<file path="config.mk">
export PLATFORM = sky130hd
export DESIGN_NAME = ram_port_arbiter_flat
export DESIGN_NICKNAME = d
export VERILOG_FILES = /design/src/rtl/ram_port_arbiter_if.sv /design/src/rtl/ram_port_arbiter.sv /design/src/flat_wrapper.sv
export SDC_FILE = /design/constraint.sdc
export NUM_CORES = 1
export LEC_CHECK = 0
export ABC_AREA = 1
export CORE_MARGIN = 2
export CORE_UTILIZATION = 44
export CTS_BUF_LIST = sky130_fd_sc_hd__clkbuf_16
export DETAILED_ROUTE_END_ITERATION = 6
export HOLD_SLACK_MARGIN = 0.08
export PLACE_DENSITY = 0.76
export REMOVE_ABC_BUFFERS = 1
export SETUP_SLACK_MARGIN = 0.4
export SLEW_MARGIN = 5
export SYNTH_ARGS = -nofsm -noshare
export SYNTH_HDL_FRONTEND = slang
export SYNTH_SLANG_ARGS = --single-unit
</file>
<file path="constraint.sdc">
create_clock -name clk -period 1.4 [get_ports clk]
set_input_delay 0.28 -clock clk [delete_from_list [all_inputs] [get_ports clk]]
set_output_delay 0.28 -clock clk [all_outputs]
set_load 0.01 [all_outputs]
</file>
<file path="src/rtl/ram_port_arbiter_if.sv">
// rtl/ram_port_arbiter_if.sv - CPU, loader and RAM-side signals of ram_port_arbiter
// ldr_lock exists only when RAM_ARB_LOCK_EN is defined.
interface ram_port_arbiter_if #(
  parameter int ADDR_W = 4,
  parameter int DATA_W = 8
);
  logic              cpu_req;
  logic [ADDR_W-1:0] cpu_addr;
  logic              cpu_gnt;
  logic [DATA_W-1:0] cpu_rdata;
  logic              cpu_rvalid;

  logic              ldr_req;
  logic              ldr_we;
  logic [ADDR_W-1:0] ldr_addr;
  logic [DATA_W-1:0] ldr_wdata;
`ifdef RAM_ARB_LOCK_EN
  logic              ldr_lock;
`endif
  logic              ldr_gnt;
  logic [DATA_W-1:0] ldr_rdata;
  logic              ldr_rvalid;

  logic [ADDR_W-1:0] ram_addr;
  logic [DATA_W-1:0] ram_wdata;
  logic              ram_we;
  logic              ram_re;
  logic [DATA_W-1:0] ram_rdata;
  logic              busy;

  modport slave (
    input  cpu_req, cpu_addr,
    input  ldr_req, ldr_we, ldr_addr, ldr_wdata,
`ifdef RAM_ARB_LOCK_EN
    input  ldr_lock,
`endif
    input  ram_rdata,
    output cpu_gnt, cpu_rdata, cpu_rvalid,
    output ldr_gnt, ldr_rdata, ldr_rvalid,
    output ram_addr, ram_wdata, ram_we, ram_re, busy
  );

  modport master (
    output cpu_req, cpu_addr,
    output ldr_req, ldr_we, ldr_addr, ldr_wdata,
`ifdef RAM_ARB_LOCK_EN
    output ldr_lock,
`endif
    output ram_rdata,
    input  cpu_gnt, cpu_rdata, cpu_rvalid,
    input  ldr_gnt, ldr_rdata, ldr_rvalid,
    input  ram_addr, ram_wdata, ram_we, ram_re, busy
  );
endinterface

</file>
<file path="src/rtl/ram_port_arbiter.sv">
// rtl/ram_port_arbiter.sv - CPU/loader arbiter for the shared single-port program/data RAM
// Define RAM_ARB_LOCK_EN to build the loader bus lock.
module ram_port_arbiter #(
  parameter int ADDR_W = 4,
  parameter int DATA_W = 8
) (
  input logic               clk,
  input logic               reset,
  ram_port_arbiter_if.slave bus
);

  typedef enum logic [1:0] {
    IDLE    = 2'd0,
    ISSUE   = 2'd1,
    CAPTURE = 2'd2
  } state_t;

  state_t            state_q, state_d;
  logic              cpu_gnt_q, cpu_gnt_d;
  logic              ldr_gnt_q, ldr_gnt_d;
  logic              cpu_rvalid_q, cpu_rvalid_d;
  logic              ldr_rvalid_q, ldr_rvalid_d;
  logic              ram_we_q, ram_we_d;
  logic              ram_re_q, ram_re_d;
  logic              busy_q, busy_d;
  logic [ADDR_W-1:0] ram_addr_q, ram_addr_d;
  logic [DATA_W-1:0] ram_wdata_q, ram_wdata_d;
  logic [DATA_W-1:0] cpu_rdata_q, cpu_rdata_d;
  logic [DATA_W-1:0] ldr_rdata_q, ldr_rdata_d;
  // Port served by the latest ISSUE (0 = CPU, 1 = loader) and whether it wrote.
  logic              served_ldr_q, served_ldr_d;
  logic              served_we_q, served_we_d;
`ifdef RAM_ARB_LOCK_EN
  logic              lock_q, lock_d;
`endif

  logic arb_now, lock_hold, cpu_elig, ldr_elig, cpu_win, ldr_win;

  always_comb begin
    arb_now   = (state_q == IDLE) || (state_q == CAPTURE);
`ifdef RAM_ARB_LOCK_EN
    lock_hold = lock_q && bus.ldr_lock;
`else
    lock_hold = 1'b0;
`endif
    // The mask only bites at the CAPTURE decision; a held lock exempts the loader.
    cpu_elig = bus.cpu_req && !lock_hold && !((state_q == CAPTURE) && !served_ldr_q);
    ldr_elig = bus.ldr_req && !((state_q == CAPTURE) && served_ldr_q && !lock_hold);
    cpu_win  = arb_now && cpu_elig;
    ldr_win  = arb_now && !cpu_elig && ldr_elig;
  end

  always_comb begin
    state_d      = state_q;
    cpu_gnt_d    = 1'b0;
    ldr_gnt_d    = 1'b0;
    cpu_rvalid_d = 1'b0;
    ldr_rvalid_d = 1'b0;
    ram_we_d     = 1'b0;
    ram_re_d     = 1'b0;
    ram_addr_d   = ram_addr_q;
    ram_wdata_d  = ram_wdata_q;
    cpu_rdata_d  = cpu_rdata_q;
    ldr_rdata_d  = ldr_rdata_q;
    served_ldr_d = served_ldr_q;
    served_we_d  = served_we_q;

    case (state_q)
      ISSUE:   state_d = CAPTURE;
      IDLE,
      CAPTURE: state_d = (cpu_win || ldr_win) ? ISSUE : IDLE;
      default: state_d = IDLE;
    endcase

    if ((state_q == CAPTURE) && !served_we_q) begin
      if (served_ldr_q) begin
        ldr_rvalid_d = 1'b1;
        ldr_rdata_d  = bus.ram_rdata;
      end else begin
        cpu_rvalid_d = 1'b1;
        cpu_rdata_d  = bus.ram_rdata;
      end
    end

    if (cpu_win) begin
      cpu_gnt_d    = 1'b1;
      ram_re_d     = 1'b1;
      ram_addr_d   = bus.cpu_addr;
      served_ldr_d = 1'b0;
      served_we_d  = 1'b0;
    end else if (ldr_win) begin
      ldr_gnt_d    = 1'b1;
      ram_we_d     = bus.ldr_we;
      ram_re_d     = !bus.ldr_we;
      ram_addr_d   = bus.ldr_addr;
      served_ldr_d = 1'b1;
      served_we_d  = bus.ldr_we;
      if (bus.ldr_we) begin
        ram_wdata_d = bus.ldr_wdata;
      end
    end

    busy_d = (state_d != IDLE);

`ifdef RAM_ARB_LOCK_EN
    lock_d = lock_q;
    if (arb_now) begin
      if (!bus.ldr_lock) begin
        lock_d = 1'b0;
      end else if (ldr_win) begin
        lock_d = 1'b1;
      end
    end
`endif
  end

  always_ff @(posedge clk or negedge reset) begin
    if (!reset) begin
      state_q      <= IDLE;
      cpu_gnt_q    <= 1'b0;
      ldr_gnt_q    <= 1'b0;
      cpu_rvalid_q <= 1'b0;
      ldr_rvalid_q <= 1'b0;
      ram_we_q     <= 1'b0;
      ram_re_q     <= 1'b0;
      busy_q       <= 1'b0;
      ram_addr_q   <= '0;
      ram_wdata_q  <= '0;
      cpu_rdata_q  <= '0;
      ldr_rdata_q  <= '0;
      served_ldr_q <= 1'b0;
      served_we_q  <= 1'b0;
`ifdef RAM_ARB_LOCK_EN
      lock_q       <= 1'b0;
`endif
    end else begin
      state_q      <= state_d;
      cpu_gnt_q    <= cpu_gnt_d;
      ldr_gnt_q    <= ldr_gnt_d;
      cpu_rvalid_q <= cpu_rvalid_d;
      ldr_rvalid_q <= ldr_rvalid_d;
      ram_we_q     <= ram_we_d;
      ram_re_q     <= ram_re_d;
      busy_q       <= busy_d;
      ram_addr_q   <= ram_addr_d;
      ram_wdata_q  <= ram_wdata_d;
      cpu_rdata_q  <= cpu_rdata_d;
      ldr_rdata_q  <= ldr_rdata_d;
      served_ldr_q <= served_ldr_d;
      served_we_q  <= served_we_d;
`ifdef RAM_ARB_LOCK_EN
      lock_q       <= lock_d;
`endif
    end
  end

  assign bus.cpu_gnt    = cpu_gnt_q;
  assign bus.ldr_gnt    = ldr_gnt_q;
  assign bus.cpu_rvalid = cpu_rvalid_q;
  assign bus.ldr_rvalid = ldr_rvalid_q;
  assign bus.cpu_rdata  = cpu_rdata_q;
  assign bus.ldr_rdata  = ldr_rdata_q;
  assign bus.ram_we     = ram_we_q;
  assign bus.ram_re     = ram_re_q;
  assign bus.ram_addr   = ram_addr_q;
  assign bus.ram_wdata  = ram_wdata_q;
  assign bus.busy       = busy_q;

endmodule

</file>
<file path="src/flat_wrapper.sv">
// flat-port wrapper written by rule: the top's interface ports become plain ports
module ram_port_arbiter_flat 
#(
  parameter int ADDR_W = 4,
  parameter int DATA_W = 8
)
  (clk, reset, bus_cpu_req, bus_cpu_addr, bus_ldr_req, bus_ldr_we, bus_ldr_addr, bus_ldr_wdata, bus_ram_rdata, bus_cpu_gnt, bus_cpu_rdata, bus_cpu_rvalid, bus_ldr_gnt, bus_ldr_rdata, bus_ldr_rvalid, bus_ram_addr, bus_ram_wdata, bus_ram_we, bus_ram_re, bus_busy);
  ram_port_arbiter_if #(.ADDR_W(ADDR_W), .DATA_W(DATA_W)) bus_i ();
  input logic clk;
  input logic reset;
  input wire logic [$bits(bus_i.cpu_req)-1:0] bus_cpu_req;
  input wire logic [$bits(bus_i.cpu_addr)-1:0] bus_cpu_addr;
  input wire logic [$bits(bus_i.ldr_req)-1:0] bus_ldr_req;
  input wire logic [$bits(bus_i.ldr_we)-1:0] bus_ldr_we;
  input wire logic [$bits(bus_i.ldr_addr)-1:0] bus_ldr_addr;
  input wire logic [$bits(bus_i.ldr_wdata)-1:0] bus_ldr_wdata;
  input wire logic [$bits(bus_i.ram_rdata)-1:0] bus_ram_rdata;
  output wire logic [$bits(bus_i.cpu_gnt)-1:0] bus_cpu_gnt;
  output wire logic [$bits(bus_i.cpu_rdata)-1:0] bus_cpu_rdata;
  output wire logic [$bits(bus_i.cpu_rvalid)-1:0] bus_cpu_rvalid;
  output wire logic [$bits(bus_i.ldr_gnt)-1:0] bus_ldr_gnt;
  output wire logic [$bits(bus_i.ldr_rdata)-1:0] bus_ldr_rdata;
  output wire logic [$bits(bus_i.ldr_rvalid)-1:0] bus_ldr_rvalid;
  output wire logic [$bits(bus_i.ram_addr)-1:0] bus_ram_addr;
  output wire logic [$bits(bus_i.ram_wdata)-1:0] bus_ram_wdata;
  output wire logic [$bits(bus_i.ram_we)-1:0] bus_ram_we;
  output wire logic [$bits(bus_i.ram_re)-1:0] bus_ram_re;
  output wire logic [$bits(bus_i.busy)-1:0] bus_busy;
  assign bus_i.cpu_req = bus_cpu_req;
  assign bus_i.cpu_addr = bus_cpu_addr;
  assign bus_i.ldr_req = bus_ldr_req;
  assign bus_i.ldr_we = bus_ldr_we;
  assign bus_i.ldr_addr = bus_ldr_addr;
  assign bus_i.ldr_wdata = bus_ldr_wdata;
  assign bus_i.ram_rdata = bus_ram_rdata;
  assign bus_cpu_gnt = bus_i.cpu_gnt;
  assign bus_cpu_rdata = bus_i.cpu_rdata;
  assign bus_cpu_rvalid = bus_i.cpu_rvalid;
  assign bus_ldr_gnt = bus_i.ldr_gnt;
  assign bus_ldr_rdata = bus_i.ldr_rdata;
  assign bus_ldr_rvalid = bus_i.ldr_rvalid;
  assign bus_ram_addr = bus_i.ram_addr;
  assign bus_ram_wdata = bus_i.ram_wdata;
  assign bus_ram_we = bus_i.ram_we;
  assign bus_ram_re = bus_i.ram_re;
  assign bus_busy = bus_i.busy;
  ram_port_arbiter #(.ADDR_W(ADDR_W), .DATA_W(DATA_W)) u_core (.clk(clk), .reset(reset), .bus(bus_i));
endmodule
</file>
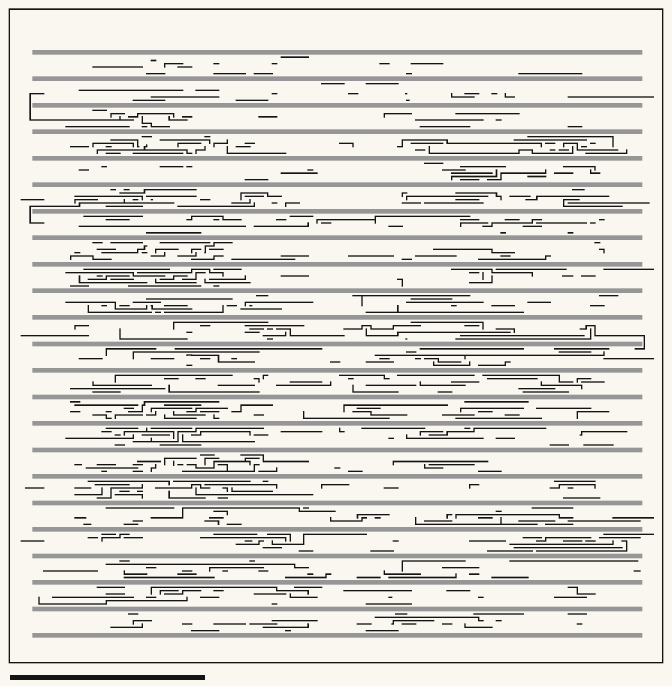
(run_1/m1.png)
Scale bar: 20 um. Supply wires on this layer in grey.
- longest straight run: 23.5 um
- share of all routed wire: 41%
- main direction: horizontal
- wire length on this layer: 2,020 um
- nets with wire on the layer: 266

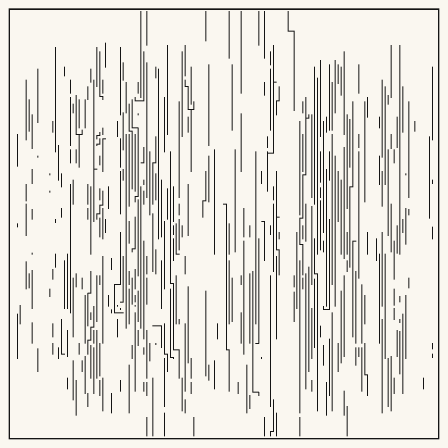
(run_1/m2.png)
- longest straight run: 32.6 um
- nets with wire on the layer: 264
- share of all routed wire: 52%
- wire length on this layer: 2,560 um

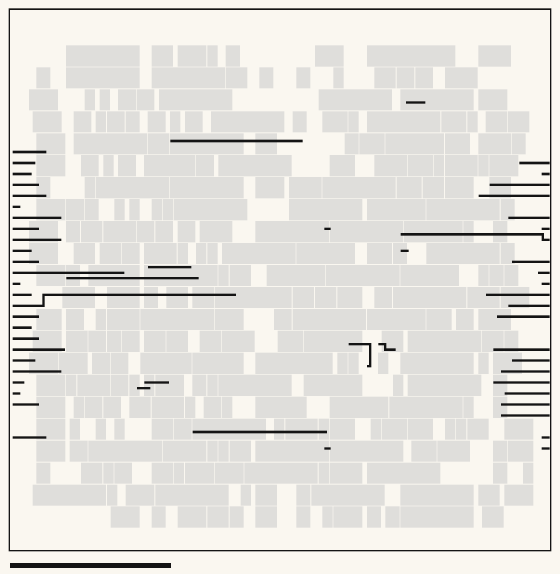
(run_1/m3.png)
Scale bar: 20 um.
- main direction: horizontal
- nets with wire on the layer: 55
- longest straight run: 23.7 um
- wire length on this layer: 292 um

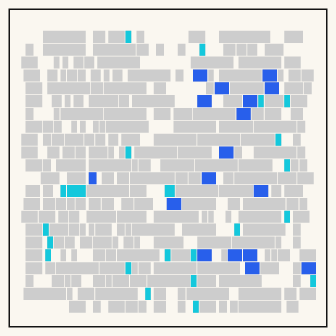
(run_1/gates.png)
- aoi and oai cells: blue (cells 17; most used o21ai_2)
- inv cells: cyan (cells 22; most used inv_1)

## run 1: through the flow
step	hold slack [ns]	setup slack, ns	utilization (%)	instances	area (um2)
after floorplan	-0.0156	-0.0671	-	161	1680
after global placement	0.216	-0.0566	65.2	280	2440
after detailed placement	0.216	-0.0860	65.2	280	2440
after CTS	0.469	0.230	76.2	321	2850
after global routing	0.449	0.105	80.5	330	3010
final	0.436	0.177	80.5	330	3010
## run 1: repair_timing
action | in CTS | in global routing
buffers inserted | 26 | 9
hold buffers | 1 | 0
setup endpoints to repair | 73 | 75
cloned | 6 | 0
endpoints found under the hold margin | 15 | 0
pin swaps | 10 | 9
resized | 167 | 24
## run 1: registers in the layout, indices dropped and copies added (netlist names)
register and flops:
u_core.bus.cpu_rdata 8, u_core.bus.ldr_rdata 8, u_core.bus.ram_wdata 8, u_core.bus.ram_addr 4, u_core.state_q 2, u_core.bus.busy 1, u_core.bus.cpu_gnt 1, u_core.bus.cpu_rvalid 1
u_core.bus.ldr_gnt 1, u_core.bus.ldr_rvalid 1, u_core.bus.ram_re 1, u_core.bus.ram_we 1, u_core.served_ldr_q 1, u_core.served_we_q 1
## run 1: final cells by class
class	instances	area, um2
Timing Repair Buffer	107	898
Multi-Input combinational cell	106	821
Fill cell	235	729
Inverter	22	92.6
Sequential cell	39	978
Clock inverter	3	38.8
Clock buffer	5	125
Tap cell	48	60.1
## run 1: logic make-up after synthesis
logic type,synth area share [%]
compound gates,8.34
buf+inv,8.84
simple gates,26.7
flops,56.1
## run 1: where the power goes
part           switching (mW)  internal [mW]  leakage, nW
clock                   0.417          0.830       0.0812
combinational            1.77           1.83        0.999
sequential              0.361           1.66        0.479
total                    2.55           4.32         1.56
## run 1: how the worst min path moves through the flow
stage	to	slack, ns	depth (start not counted)
floorplan	u_core.bus.busy$_DFF_PN0_	-0.02	0
global placement	u_core.bus.ldr_rvalid$_DFF_PN0_	0.22	1
detailed placement	u_core.bus.ldr_rvalid$_DFF_PN0_	0.22	1
CTS	u_core.bus.cpu_rdata[0]$_DFFE_PN0P_	0.47	2
global route	u_core.bus.cpu_rdata[1]$_DFFE_PN0P_	0.45	2
finish	u_core.bus.cpu_rdata[3]$_DFFE_PN0P_	0.44	2
## run 1: cell usage in the layout (no fill, tap or decap), types with 2 or more instances in the layout
master,netlist,routed
inv_2,8,7
clkdlybuf4s50_1,0,26
buf_12,0,5
dfrtp_2,0,2
buf_6,4,9
nand2_1,49,31
inv_1,13,13
o21ai_2,16,16
clkbuf_16,0,5
nand2_4,1,7
nand3_2,7,6
nand4_1,16,16
nand3b_4,1,3
nand3_4,2,5
dfrtp_1,39,37
nand2_8,0,2
buf_4,1,32
buf_2,1,31
nand2_2,2,14
nor2_4,1,3
## run 1: worst max-delay path: cells and delay by family (launching register included)
kind / cells / cell delay (ns)
buf+inv: 3 / 0.38
simple gates: 4 / 0.36
flops: 1 / 0.41
## run 1: routing by layer
layer	wire length, um	GRT usage, %
met1	2020	27.5
met3	291	5.41
met2	2560	39.6
met5	0	0
met4	45	7.40
==> flow_metrics.py, run 1 <==
# Metrics from the implementation run
metrics = {
    "status": {
        "outcome": "finished, final reports clean",
    },
    "floorplan": {
        "die_w_um": 66.9,
        "initial_utilization_pct": 46.5,
        "die_h_um": 66.9,
        "core.rowCount": 22,
        "dieArea_um2": 4470,
        "ios": 64,
        "core_um2": 3740,
    },
    "logic_synthesis": {
        "common_cells": "nand2_1, dfrtp_1, nand4_1, o21ai_2, inv_1",
        "numSynthFlops": 39,
        "synth-async-reset-ratio_pct": 100,
        "synth_warnings": 0,
        "ff_type": "dfrtp_1",
        "largest_area_cell": "dfrtp_1",
        "yosys.stat.seqShare_pct": 56.1,
        "synthDistinctLibCells": 20,
        "top_cell": "nand2_1",
        "syn_inst": 167,
        "ys_cells": 167,
        "ys_area_um2": 1740,
        "synth-edff-count": 0,
        "synth.area.top_cells": "dfrtp_1, nand2_1, o21ai_2, nand4_1, nand3_2",
        "avgSynthCellArea_um2": 10.4,
        "synth.top_cell.area_share_pct": 56.1,
        "synth_area_um2": 1740,
    },
    "cts": {
        "cts_sinks": 39,
        "cts-htree-levels": 2,
        "clock_path_buffers": 2,
        "cts_buffers": 5,
        "path_clk_slew_ns": 0.06,
        "cts_tree": "built",
        "worst_skew_pair.late_latency_ns": 0.28,
    },
    "drt": {
        "ant_nets": 0,
        "via_per_inst": 4.94,
        "wl_per_cell_um": 14.9,
        "drt_iter0_drc": 58,
        "route.detailed.drc": 0,
        "first_pass_iters": 4,
        "drt_wl_total_mm": 4.91,
        "num_vias": 1629,
    },
    "hold_path": {
        "hp-class": "in -> async",
    },
    "global_route": {
        "grt_antenna_before_repair": 0,
        "grtUsageTotal_pct": 22.7,
        "grt_pass1_vias": 1636,
        "grt_pass1_wl_mm": 7.47,
        "grt.overflow.total": 0,
    },
    "critical_path": {
        "critical_path.cell_chain": "inv_2 -> nand2_2 -> nor2_4 -> buf_6 -> buf_4 -> nand4_1 -> nand2_1",
        "timing.rr.end": "u_core.bus.ram_wdata[6]$_DFFE_PN0P_",
        "cpPeakStageDelay_ns": 0.41,
        "cp-start-kind": "register",
        "reg2regPathDepth": 7,
        "crit_path_end": "u_core.bus.ram_wdata[6]$_DFFE_PN0P_",
        "crit_start": "u_core.state_q[0]$_DFF_PN0_",
        "critPathCaptureType": "register",
        "arrival_ns": 1.44,
        "cp_slowest_cell": "dfrtp_1",
        "r2r-start": "u_core.state_q[0]$_DFF_PN0_",
        "critPathRequiredTime_ns": 1.61,
        "crit_type": "reg -> reg",
        "r2r_setup_slack_ns": 0.18,
    },
    "sta": {
        "final.setup_skew_ns": 0.00251,
        "setup_violations": 0,
        "worst_slew_pin_slew_ns": 0.344,
        "finalCriticalPeriod_ns": 1.22,
        "rsz0062_at_grt": "yes",
        "hold_violations": 0,
        "max_freq_mhz": 817,
        "fin_crit_sh_pct": 87.4,
        "fin_setup_tns_ns": 0,
        "drv_slew": 0,
        "max_slew_margin_pct": 77.0,
    },
    "power": {
        "ir_drop_v": 0.00117,
        "power.density_nw_per_um2": 2280,
        "p_total_mw": 6.87,
    },
    "cells_and_area": {
        "n_antenna_cell": 0,
        "drive_gt1_share_pct": 54.3,
        "areaGrowthSynthToFinish_pct": 73.2,
    },
    "place": {
        "hpwlAfterDp_mm": 2.50,
        "port_buffers": 63,
        "globalplace.congestion": 0.729,
    },
    "job": {
        "tool_warnings": 27,
        "cap_violations": 0,
    },
}
==> inputs of run 2 (changes only) <==
--- a/config.mk
+++ b/config.mk
@@ -6,7 +6,6 @@
 export NUM_CORES = 1
 export LEC_CHECK = 0
 export ABC_AREA = 1
-export CORE_MARGIN = 2
 export CORE_UTILIZATION = 44
 export CTS_BUF_LIST = sky130_fd_sc_hd__clkbuf_16
 export DETAILED_ROUTE_END_ITERATION = 6
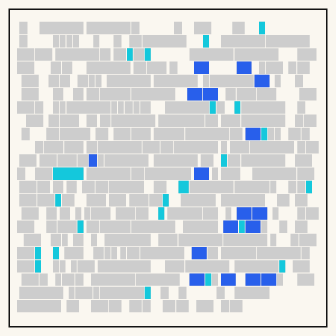
(run_2/gates.png)
- inv cells: cyan (cells 22; most used inv_1; where widely spread)
- aoi and oai cells: blue (cells 17; most used o21ai_2)

==> run 2 against run 1 <==
Die size down 5.9%; sequential share of layout area up 0.60 points; non-clock buffer count up 2; fmax down 0.18%; sequential power about the same; combinational power down 5.6%; register-to-register slack about the same; final cell count up 0.30%; synthesized area unchanged; clock power up 5%; critical path depth down 1; critical endpoint is now u_core.bus.cpu_rdata[7]$_DFFE_PN0P_; largest cell class unchanged.
==> flow_metrics.py, run 2 <==
# Metrics from the implementation run
metrics = {
    "place": {
        "hpwlAfterDp_mm": 2.57,
        "post-place-ws_ns": -0.108,
        "globalplace.congestion": 0.760,
        "port_buffers": 63,
        "dp.cells": 280,
    },
    "cts": {
        "path_clk_slew_ns": 0.06,
        "cts_buffers": 5,
        "cts_sinks": 39,
        "cts-htree-levels": 2,
        "clock_path_buffers": 2,
    },
    "cells_and_area": {
        "flop_area_um2": 980,
        "drive_gt1_share_pct": 52.3,
        "finish.instance_area_um2": 2960,
        "num-fill-cells": 249,
        "fin_cells": 331,
        "mostFrequentLayoutCell": "nand2_1",
        "logic_area_um2": 759,
        "fin_util_pct": 79.7,
        "n_antenna_cell": 0,
        "areaGrowthSynthToFinish_pct": 70.2,
    },
    "job": {
        "tool_warnings": 27,
        "cap_violations": 0,
    },
    "floorplan": {
        "core.rowCount": 22,
        "core_um2": 3720,
        "die_h_um": 64.9,
        "ios": 64,
        "initial_utilization_pct": 46.8,
        "die_w_um": 64.9,
        "dieArea_um2": 4210,
    },
    "logic_synthesis": {
        "ys_area_um2": 1740,
        "synth_warnings": 0,
        "yosys.stat.seqShare_pct": 56.1,
        "synthDistinctLibCells": 20,
        "synth.top_cell.area_share_pct": 56.1,
        "ff_type": "dfrtp_1",
        "avgSynthCellArea_um2": 10.4,
        "common_cells": "nand2_1, dfrtp_1, nand4_1, o21ai_2, inv_1",
        "ys_cells": 167,
        "synth-edff-count": 0,
        "numSynthFlops": 39,
        "largest_area_cell": "dfrtp_1",
        "top_cell": "nand2_1",
        "syn_inst": 167,
        "synth-async-reset-ratio_pct": 100,
    },
    "global_route": {
        "grt.overflow.total": 0,
        "grt_antenna_before_repair": 0,
        "grtUsageTotal_pct": 24.0,
        "grt_pass1_wl_mm": 7.48,
    },
    "sta": {
        "hold_violations": 0,
        "max_freq_mhz": 816,
        "finalCriticalPeriod_ns": 1.23,
        "max_slew_margin_pct": 77.8,
        "final.setup_skew_ns": 0.00321,
        "rsz0062_at_grt": "yes",
        "fin_crit_sh_pct": 87.5,
        "fin_ws_ns": 0.174,
        "worst_slew_pin_slew_ns": 0.331,
        "drv_slew": 0,
        "fin_setup_tns_ns": 0,
        "setup_violations": 0,
    },
    "power": {
        "power.density_nw_per_um2": 2260,
        "ir_drop_v": 0.00150,
    },
    "critical_path": {
        "cpPeakStageDelay_ns": 0.40,
        "arrival_ns": 1.40,
        "critical_path.cell_chain": "buf_4 -> nor2_4 -> buf_12 -> nand3b_4 -> nand2_1 -> o21ai_2",
        "cp-start-kind": "register",
        "crit_type": "reg -> reg",
        "critPathRequiredTime_ns": 1.57,
        "cp_slowest_cell": "dfrtp_1",
    },
    "status": {
        "outcome": "finished, final reports clean",
    },
    "drt": {
        "wl_per_cell_um": 14.3,
        "route.detailed.drc": 0,
        "first_pass_iters": 4,
        "ant_nets": 0,
    },
    "hold_path": {
        "hp-class": "in -> async",
    },
}
==> run 2: cell count changes in the layout (fill, tap and decap cells not counted), moves of 2 or more <==
cell and delta:
nand2_1 +8, nand2_2 -5, buf_4 +3, buf_6 +3
buf_12 -2, nand2_4 -2
==> run 2: metrics by stage <==
| stage | hold slack [ns] | power [mW] |
|---|---|---|
| 2_1_floorplan | -0.0156 | 3.22 |
| 3_3_place_gp | 0.214 | 4.50 |
| 3_5_place_dp | 0.214 | 4.56 |
| 4_1_cts | 0.467 | 6.28 |
| 5_1_grt | 0.454 | 7.05 |
| 6_report | 0.435 | 6.70 |
==> run 2: power by group <==
group	internal, mW	switching [mW]	leakage, nW
registers	1.66	0.328	0.478
clock network	0.840	0.470	0.0838
logic	1.74	1.66	1.01
==> run 2: area by class of cell <==
type	instances	share of cell area, %
well taps	48	2.03
clock inverters	3	1.48
repair buffers	109	30.2
flip-flops and latches	39	33.1
clock buffers	5	4.22
inverters	22	3.34
multi-input cells	105	25.6
==> run 2: cells by family (layout without fill, tap and decap cells) <==
group	count (synthesis)	after routing	share of synthesized area, %
buf+inv	28	139	8.84
simple gates	83	88	26.7
flops	39	39	56.1
compound gates	17	17	8.34
==> run 2: final timing paths <==
| kind | from | endpoint | slack [ns] | cells past startpoint |
|---|---|---|---|---|
| worst min-delay path | reset | u_core.bus.ldr_rdata[5]$_DFFE_PN0P_ | 0.43 | 2 |
| worst max register to register | u_core.state_q[0]$_DFF_PN0_ | u_core.bus.cpu_rdata[7]$_DFFE_PN0P_ | 0.17 | 6 |
| min in group clk | u_core.bus.ram_wdata[5]$_DFFE_PN0P_ | u_core.bus.ram_wdata[5]$_DFFE_PN0P_ | 0.48 | 2 |
| worst min register to register | u_core.bus.ram_wdata[5]$_DFFE_PN0P_ | u_core.bus.ram_wdata[5]$_DFFE_PN0P_ | 0.48 | 2 |
| max in group asynchronous | reset | u_core.served_we_q$_DFFE_PN0P_ | 0.56 | 3 |
| worst max-delay path | u_core.state_q[0]$_DFF_PN0_ | u_core.bus.cpu_rdata[7]$_DFFE_PN0P_ | 0.17 | 6 |
==> run 2: critical path, delay by kind of cell (launching register included) <==
kind                   cells  cell delay, ns
flip-flops                 1            0.40
buffers and inverters      2            0.30
AND-OR/OR-AND              1            0.06
AND/OR/NAND/NOR            3            0.35
==> run 2: repair_timing <==
action,in CTS,in global routing
hold buffers,1,0
endpoints found under the hold margin,15,0
endpoints found under the setup margin,73,97
setup buffers,26,11
resized,162,16
pin swaps,13,10
cloned,5,0
==> run 2: per-layer routing <==
layer	GRT usage, %	up-vias	share of wire, %
li1	-	786	-
met1	29.3	779	42
met2	40.6	65	51
met3	4.58	7	5.6
met4	11.1	0	1.7
met5	0	-	0
Power is estimated from default activity; no workload was simulated.
